Fig. 1: run 1, signal wires on met1
Scale bar: 50 um. Supply wires on this layer in grey.
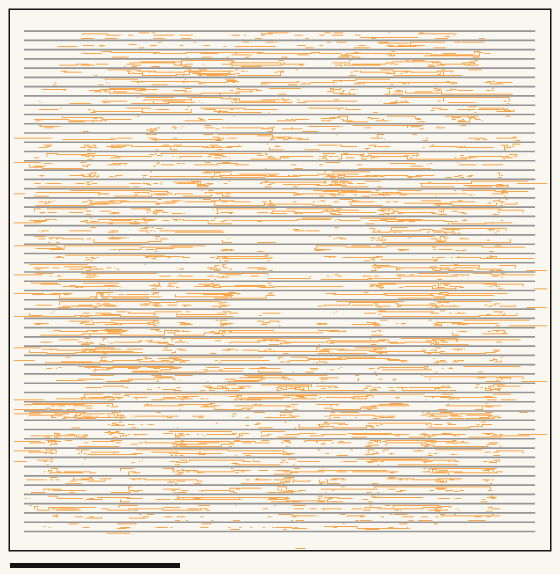
Fig. 2: run 1, signal wires on met2
Scale bar: 50 um.
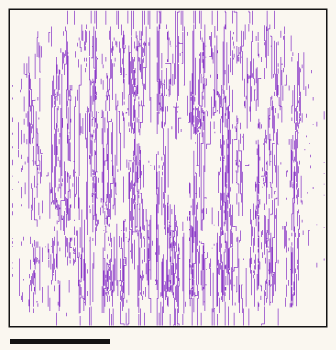
Fig. 3: run 1, met3 routing
Cells faint in the background.
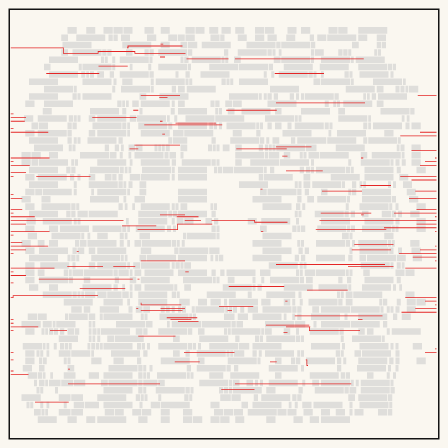
`config.mk`:
```
export PLATFORM = sky130hd
export DESIGN_NAME = if_id_queue
export DESIGN_NICKNAME = d
export VERILOG_FILES = /design/src/rtl/if_id_queue.sv
export SDC_FILE = /design/constraint.sdc
export NUM_CORES = 1
export LEC_CHECK = 0
export ABC_AREA = 1
export ABC_CLOCK_PERIOD_IN_PS = 8800
export CELL_PAD_IN_SITES_DETAIL_PLACEMENT = 0
export CELL_PAD_IN_SITES_GLOBAL_PLACEMENT = 1
export CORE_MARGIN = 4
export CORE_UTILIZATION = 46
export CTS_BUF_LIST = sky130_fd_sc_hd__clkbuf_4
export CTS_CLUSTER_SIZE = 20
export DETAILED_ROUTE_END_ITERATION = 12
export GPL_TIMING_DRIVEN = 0
export HOLD_SLACK_MARGIN = 0.03
export PLACE_DENSITY_LB_ADDON = 0.1
export SYNTH_ARGS = -nofsm -noshare
export SYNTH_HDL_FRONTEND = slang
export SYNTH_SLANG_ARGS = --single-unit
```
`constraint.sdc`:
```
create_clock -name clk -period 8.8 [get_ports clk]
set_input_delay 2.2 -clock clk [delete_from_list [all_inputs] [get_ports clk]]
set_output_delay 2.2 -clock clk [all_outputs]
set_load 0.005 [all_outputs]
```
`src/rtl/if_id_queue.sv`:
```
// Fetch-to-decode instruction queue: circular FIFO of (pc_next, instruction)
// pairs with valid/ready output and fetch throttling via pc_en.
module if_id_queue #(
  parameter int DEPTH = 4,
  parameter int CW    = 3
) (
  input  logic          clk,
  input  logic          rst,
  input  logic          in_valid,
  input  logic [31:0]   in_pc_next,
  input  logic [31:0]   in_instruction,
  output logic          pc_en,
  input  logic          flush,
  output logic          out_valid,
  input  logic          out_ready,
  output logic [31:0]   out_pc_next,
  output logic [31:0]   out_instruction,
  output logic [CW-1:0] count
);

  localparam int AW = $clog2(DEPTH);

  logic [63:0]   mem [DEPTH];
  logic [AW-1:0] wr_ptr;
  logic [AW-1:0] rd_ptr;
  logic          full;
  logic          push;
  logic          pop;
  logic [63:0]   head;

  assign full      = (count == CW'(DEPTH));
  assign pc_en     = rst & ~full;
  assign out_valid = (count != '0);
  assign push      = in_valid & pc_en;
  assign pop       = out_valid & out_ready;
  assign head      = mem[rd_ptr];

  // Empty queue reads as zero, which is a NOP for decode.
  assign out_pc_next     = out_valid ? head[63:32] : 32'h0;
  assign out_instruction = out_valid ? head[31:0]  : 32'h0;

  always_ff @(posedge clk) begin
    if (rst && !flush && push) begin
      mem[wr_ptr] <= {in_pc_next, in_instruction};
    end
  end

  always_ff @(posedge clk) begin
    if (!rst || flush) begin
      wr_ptr <= '0;
      rd_ptr <= '0;
      count  <= '0;
    end else begin
      if (push) begin
        wr_ptr <= wr_ptr + AW'(1);
      end
      if (pop) begin
        rd_ptr <= rd_ptr + AW'(1);
      end
      unique case ({push, pop})
        2'b10:   count <= count + CW'(1);
        2'b01:   count <= count - CW'(1);
        default: count <= count;
      endcase
    end
  end

endmodule

```
==> summary.txt, run 1 <==
yosys + openroad results -> # nets final 1134, Area contributors post-synth edfxtp_1, nor2_1, o21ai_0, a21oi_1, dfxtp_1, dominant kind of combinational cell simple AND/OR/NAND/NOR gates, first-pass GRT wire length 36.0 mm, clock skew 0.0309 ns, worst setup slack after layout 3.18 ns, Cell Area, Synth 10400 um2, clk ins delay skew pair 0.63 ns, Die Width 159 um, Post-Synth AOI/OAI Area 0.0958, slew margin rel. 0.352, Yosys reg bits 265, CP Cell Sequence clkdlybuf4s50_1, inv_1, a21oi_1, clkdlybuf4s50_1, Mean Syn Cell Area 12.6 um2, Floorplan Nets 899, distinct lib cells 20, PwrDens 195 nW/um2, I/O Buffers 137, Non-clk bufs 212, Via density 4.95, fraction of final layout cells with drive strength greater than 1 0.155, hold path cells 2, htree depth 3, CTS Buffer Depth 3, buffering overhead 0.149, CTS Sinks 265, Design Power 2.60 mW, Buf/Inv on CP 3, grt total ovfl 0, Worst EP arrival 3.42 ns, Max Slew Vio Count 0, MI comb cells 494, largest net degree at the start of global routing 12, crit-path max FO 4, Setup TNS 0 ns, Final Non-Filler Cells 1383, Peak Freq 0.178 GHz, mux frac, synth 0, Worst EP required 6.60 ns, Critical Path Max Stage Delay 0.52 ns, fraction of area in multi-input gates 0.166, RSZ-0062 raised after global routing false, pre-CTS WS 3.19 ns, # IOs 138, Hold Slack 0.536 ns, final hold violation count 0, TritonCTS Buffers 68, Seq/Total Area, Yosys 0.755, outcome finished clean, CP delay by family, top buffers and inverters, tool warnings 29, vias in the first global route 6752, Post-route DRC 0, Comb gate area 2210 um2, worst reg2reg path depth 7, Least-Margin Pin Slew 0.968 ns, tap cells 280, dpl cells 1269, top post-synthesis cells by count nor2_1, edfxtp_1, o21ai_0, a21oi_1, FP Core Util 0.473, EDFF count, synth 256, Post-Syn Instances 824, clk slew on worst S/H paths 0.06 ns, yosys cell count 824, Die Y 159 um, via count 6844, full die area 25100 um2, Final GP Congestion 0.722, Adder Share, Synth 0.00793, worst hold path type reg2reg, CP Class in2out
Back to the opening pictures, Fig. 1:
nets with wire on the layer: 1056
longest straight run: 72.7 um

Back to the opening pictures, Fig. 2:
wire length on this layer: 12000 um
nets with wire on the layer: 824
longest straight run: 67.0 um
main direction: vertical
share of all routed wire: 50%

Back to the opening pictures, Fig. 3:
share of all routed wire: 6.6%
main direction: horizontal

==> run 1: cell usage in the layout, fill, tap and decap left out, drive strengths merged, types with 2 or more instances in the layout <==
cell           synthesis  layout
nor2                 265     265
edfxtp               256     256
clkdlybuf4s50          0     137
o21ai                131     131
clkbuf                14     115
a21oi                 67      67
buf                   33      61
inv                   18      20
nand2                 15      15
dfxtp                  9       9
clkinv                 0       8
ha                     5       5
nor3b                  4       4
nand3                  3       3
nand4                  2       2
bufinv                 0       2
==> run 1: report_power, final <==
part	switching (mW)	internal [mW]
Combinational	0.0867	0.0848
Clock	0.447	0.578
Sequential	0.00351	1.40
Total	0.537	2.06
==> run 1: path summary, 6_finish.rpt <==
| path | from | endpoint | slack, ns |
|---|---|---|---|
| setup / recovery | rst | pc_en | 3.18 |
| hold / removal | rd_ptr[1] | rd_ptr[1] | 0.54 |
| setup reg to reg | count[1] | mem[3][52] | 6.14 |
| hold reg to reg | rd_ptr[1] | rd_ptr[1] | 0.54 |
==> run 1: cells by family (layout without fill, tap and decap cells) <==
logic type | count (synthesis) | in the layout
flip-flops | 265 | 265
other | 0 | 1
AND/OR/NAND/NOR | 289 | 289
AND-OR/OR-AND | 199 | 199
buffers and inverters | 65 | 343
adder cells (fa/ha/maj) | 6 | 6
==> run 1: tightest hold or removal path, cell delays in order (launching register included) <==
cell and delay [ns]:
dfxtp_1 0.32, nand2_1 0.06, a21boi_0 0.10
==> run 1: layer usage <==
layer | vias to the layer above | global-route usage | wire (um)
met5 | - | 0 | 13
met4 | 2 | 0.0642 | 357
met3 | 33 | 0.0470 | 1590
met2 | 214 | 0.316 | 12000
met1 | 3166 | 0.251 | 10100
li1 | 3429 | - | -
==> run 1: state kept, by name (all words and copies together) (netlist names), named ones only <==
name and cells:
count 3, mem 256, rd_ptr 2, wr_ptr 2
--- run 2 (diff from run 1) ---
Settings changed: ABC_CLOCK_PERIOD_IN_PS 8800 to 5800.
Clock period 8.8 ns to 5.8 ns, I/O delays scaled along.
Fig. 4: run 2, met3 routing
Cells faint in the background.
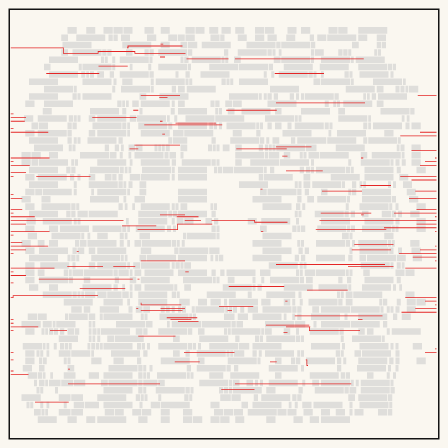
main direction: horizontal
share of all routed wire: 6.6%
longest straight run: 47.4 um

==> summary.txt, run 2 <==
yosys + openroad results -> Clk Tree Root Cell clkbuf_4, Reg2Reg Setup Slack 3.14 ns (-3.00 ns), Floorplan Nets 899 (unchanged), R2R Path Start count[1], Ys Warns 0, slew margin rel. 0.352 (unchanged), Net Sw Frac 0.207 (about the same), Least-Margin Pin Slew 0.968 ns (unchanged), DR top layer met5, DR WL met2 12.0 mm (unchanged), fin crit share 0.710, fraction of final layout cells with drive strength greater than 1 0.155 (unchanged), Mean Syn Cell Area 12.6 um2 (unchanged), DRT iter0 DRCs 386, core box area 22000 um2, antenna-violating nets left 0, area leader, netlist edfxtp_1, final wirelength 24.0 mm, Final GP Congestion 0.722 (unchanged), Cell Area, Synth 10400 um2 (unchanged), # nets final 1134 (unchanged), min-delay src rd_ptr[1], Largest register FFs 256 (unchanged), clock period minus final worst setup slack 4.12 ns, Area contributors post-synth edfxtp_1, nor2_1, o21ai_0, a21oi_1, dfxtp_1, most frequent cell after synthesis nor2_1, largest net degree at the start of global routing 12 (unchanged), final hold violation count 0 (unchanged), crit-path max FO 4 (unchanged), Synth async-reset ratio 0, I/O Buffers 137 (unchanged), worst reg2reg path depth 7 (unchanged), FP Core Util 0.473 (unchanged), worst setup slack after layout 1.68 ns (-1.50 ns), Final HPWL DP 15.8 mm, largest register by flop count mem, Die Y 159 um (unchanged), CTS Sinks 265 (unchanged), Peak Freq 0.243 GHz, Max Slew Vio Count 0 (unchanged), final instance area 13300 um2, Post-Route M1 WL 10.1 mm (unchanged), main flop type edfxtp_1, Synth-to-Final Area Change 28.1%, Yosys reg bits 265 (unchanged), PwrDens 295 nW/um2 (+52%), Setup TNS 0 ns (unchanged), switching power 0.815 mW (+52%), Final Util 0.606, All-Layer GR Usage 0.191, Worst EP required 4.35 ns (-2.25 ns), first-pass GRT wire length 36.0 mm (unchanged), distinct lib cells 20 (unchanged), clock skew 0.0309 ns (unchanged), number of setup violations in the final report 0, Post-Syn Instances 824 (unchanged), placed inst area 12500 um2, tool warnings 30 (+3.4%), Worst EP arrival 2.67 ns (-0.75 ns), dpl cells 1269 (unchanged), Flop pwr share 0.539 (about the same), commonest non-fill, non-tap cells in the layout nor2_1, edfxtp_1, clkdlybuf4s50_1, Peak VDD IR 0.154 mV, gr busiest metal met2, synthesis area per yosys 10400 um2, Reg2Reg Capture Point mem[3][52], vias in the first global route 6752 (unchanged), Seq/Total Area, Yosys 0.755 (unchanged), Worst setup SP type input port, CTS Buffer Depth 3 (unchanged), # IOs 138 (unchanged), via count 6844 (unchanged), post-synth top area share 0.738, Pre-antenna DRT Iters 5, Crit. End Element primary output, full die area 25100 um2 (unchanged), worst hold path type reg2reg, RSZ-0062 raised after global routing false, hold path cells 2 (unchanged), TritonCTS Buffers 68 (unchanged), met1 Resource Use GR 0.251 (unchanged), Max Cap Violations 0, CP Class in2out, pre-CTS WS 1.67 ns (-1.53 ns), combinational power share 0.066 (about the same), Design Power 3.94 mW (+52%), Internal 3.13 mW (+52%), initial antenna violation count 2, EDFF count, synth 256 (unchanged), CTS tree done, Cell Rows 54, cts repair resizes 0, Post CTS Setup Buffer Count 0, top post-synthesis cells by count nor2_1, edfxtp_1, o21ai_0, a21oi_1, P_leak 4.68 nW, met3 WL 1.59 mm (unchanged), Die Width 159 um (unchanged), hold_buf cts 0, Final Non-Filler Cells 1383 (unchanged), Clk pwr share 0.395 (about the same), htree depth 3 (unchanged), Commonest Layout Cell nor2_1, Post-route DRC 0 (unchanged), met2 Usage GRT 0.316 (unchanged), Hold Slack 0.536 ns (unchanged), WL per Instance 17.4 um, Via density 4.95 (unchanged), grt total ovfl 0 (unchanged), WHS Endpoint rd_ptr[1], grt met3 use 0.0470 (unchanged), yosys cell count 824 (unchanged), clk slew on worst S/H paths 0.06 ns (about the same), outcome finished clean, Top Registers mem x256, count x3, clk ins delay skew pair 0.63 ns (about the same)
Fig. 5: run 2, the metal 4 layer
Scale bar: 50 um. Supply wires on this layer in grey.
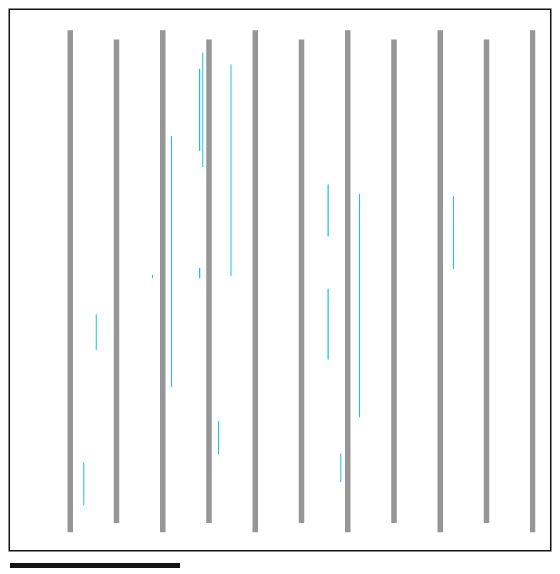
longest straight run: 73.4 um
nets with wire on the layer: 10
share of all routed wire: 1.5%
wire length on this layer: 358 um
main direction: vertical

-- run 2: logic make-up after synthesis --
kind of cell / share of synthesized area
DFF: 0.755
AOI/OAI and AO/OA: 0.0958
and+or+nand+nor: 0.106
adders and majority gates: 0.00793
buffers and inverters: 0.0348
-- run 2: cell type report --
| cell class | instances | area (um2) |
|---|---|---|
| Buffer | 47 | 295 |
| Tap cell | 280 | 350 |
| Antenna cell | 1 | 2.50 |
| Fill cell | 1787 | 8680 |
| Inverter | 18 | 67.6 |
| Clock inverter | 12 | 98.8 |
| Sequential cell | 265 | 7870 |
| Timing Repair Buffer | 165 | 1700 |
| Clock buffer | 101 | 758 |
| Multi-Input combinational cell | 494 | 2210 |
-- run 2: power by group through the flow --
| stage | clock network (mW) | logic [mW] | registers, mW |
|---|---|---|---|
| after floorplan | 0 | 0.0895 | 2.17 |
| after global placement | 0 | 0.252 | 2.17 |
| after detailed placement | 0 | 0.263 | 2.17 |
| after CTS | 1.60 | 0.265 | 2.13 |
| after global routing | 1.72 | 0.285 | 2.13 |
| final | 1.56 | 0.260 | 2.13 |
-- run 2: worst max-delay path by stage --
| stage | to | cells after the start | from | slack [ns] |
|---|---|---|---|---|
| 6_report | pc_en | 4 | rst | 1.68 |
| 5_1_grt | out_pc_next[1] | 6 | flop | 1.53 |
| 4_1_cts | out_instruction[21] | 6 | flop | 1.67 |
| 3_5_place_dp | mem[3][60] | 6 | rst | 1.67 |
| 3_3_place_gp | mem[3][60] | 3 | rst | -5.52 |
| 2_1_floorplan | mem[0][0] | 2 | in_valid | -1.13 |
-- run 2: critical path, stage by stage --
cell and delay, ns:
clkdlybuf4s50_1 0.51, inv_1 0.07, a21oi_1 0.12, clkdlybuf4s50_1 0.52
No activity file was given, so power comes from the tool's default toggle rates.
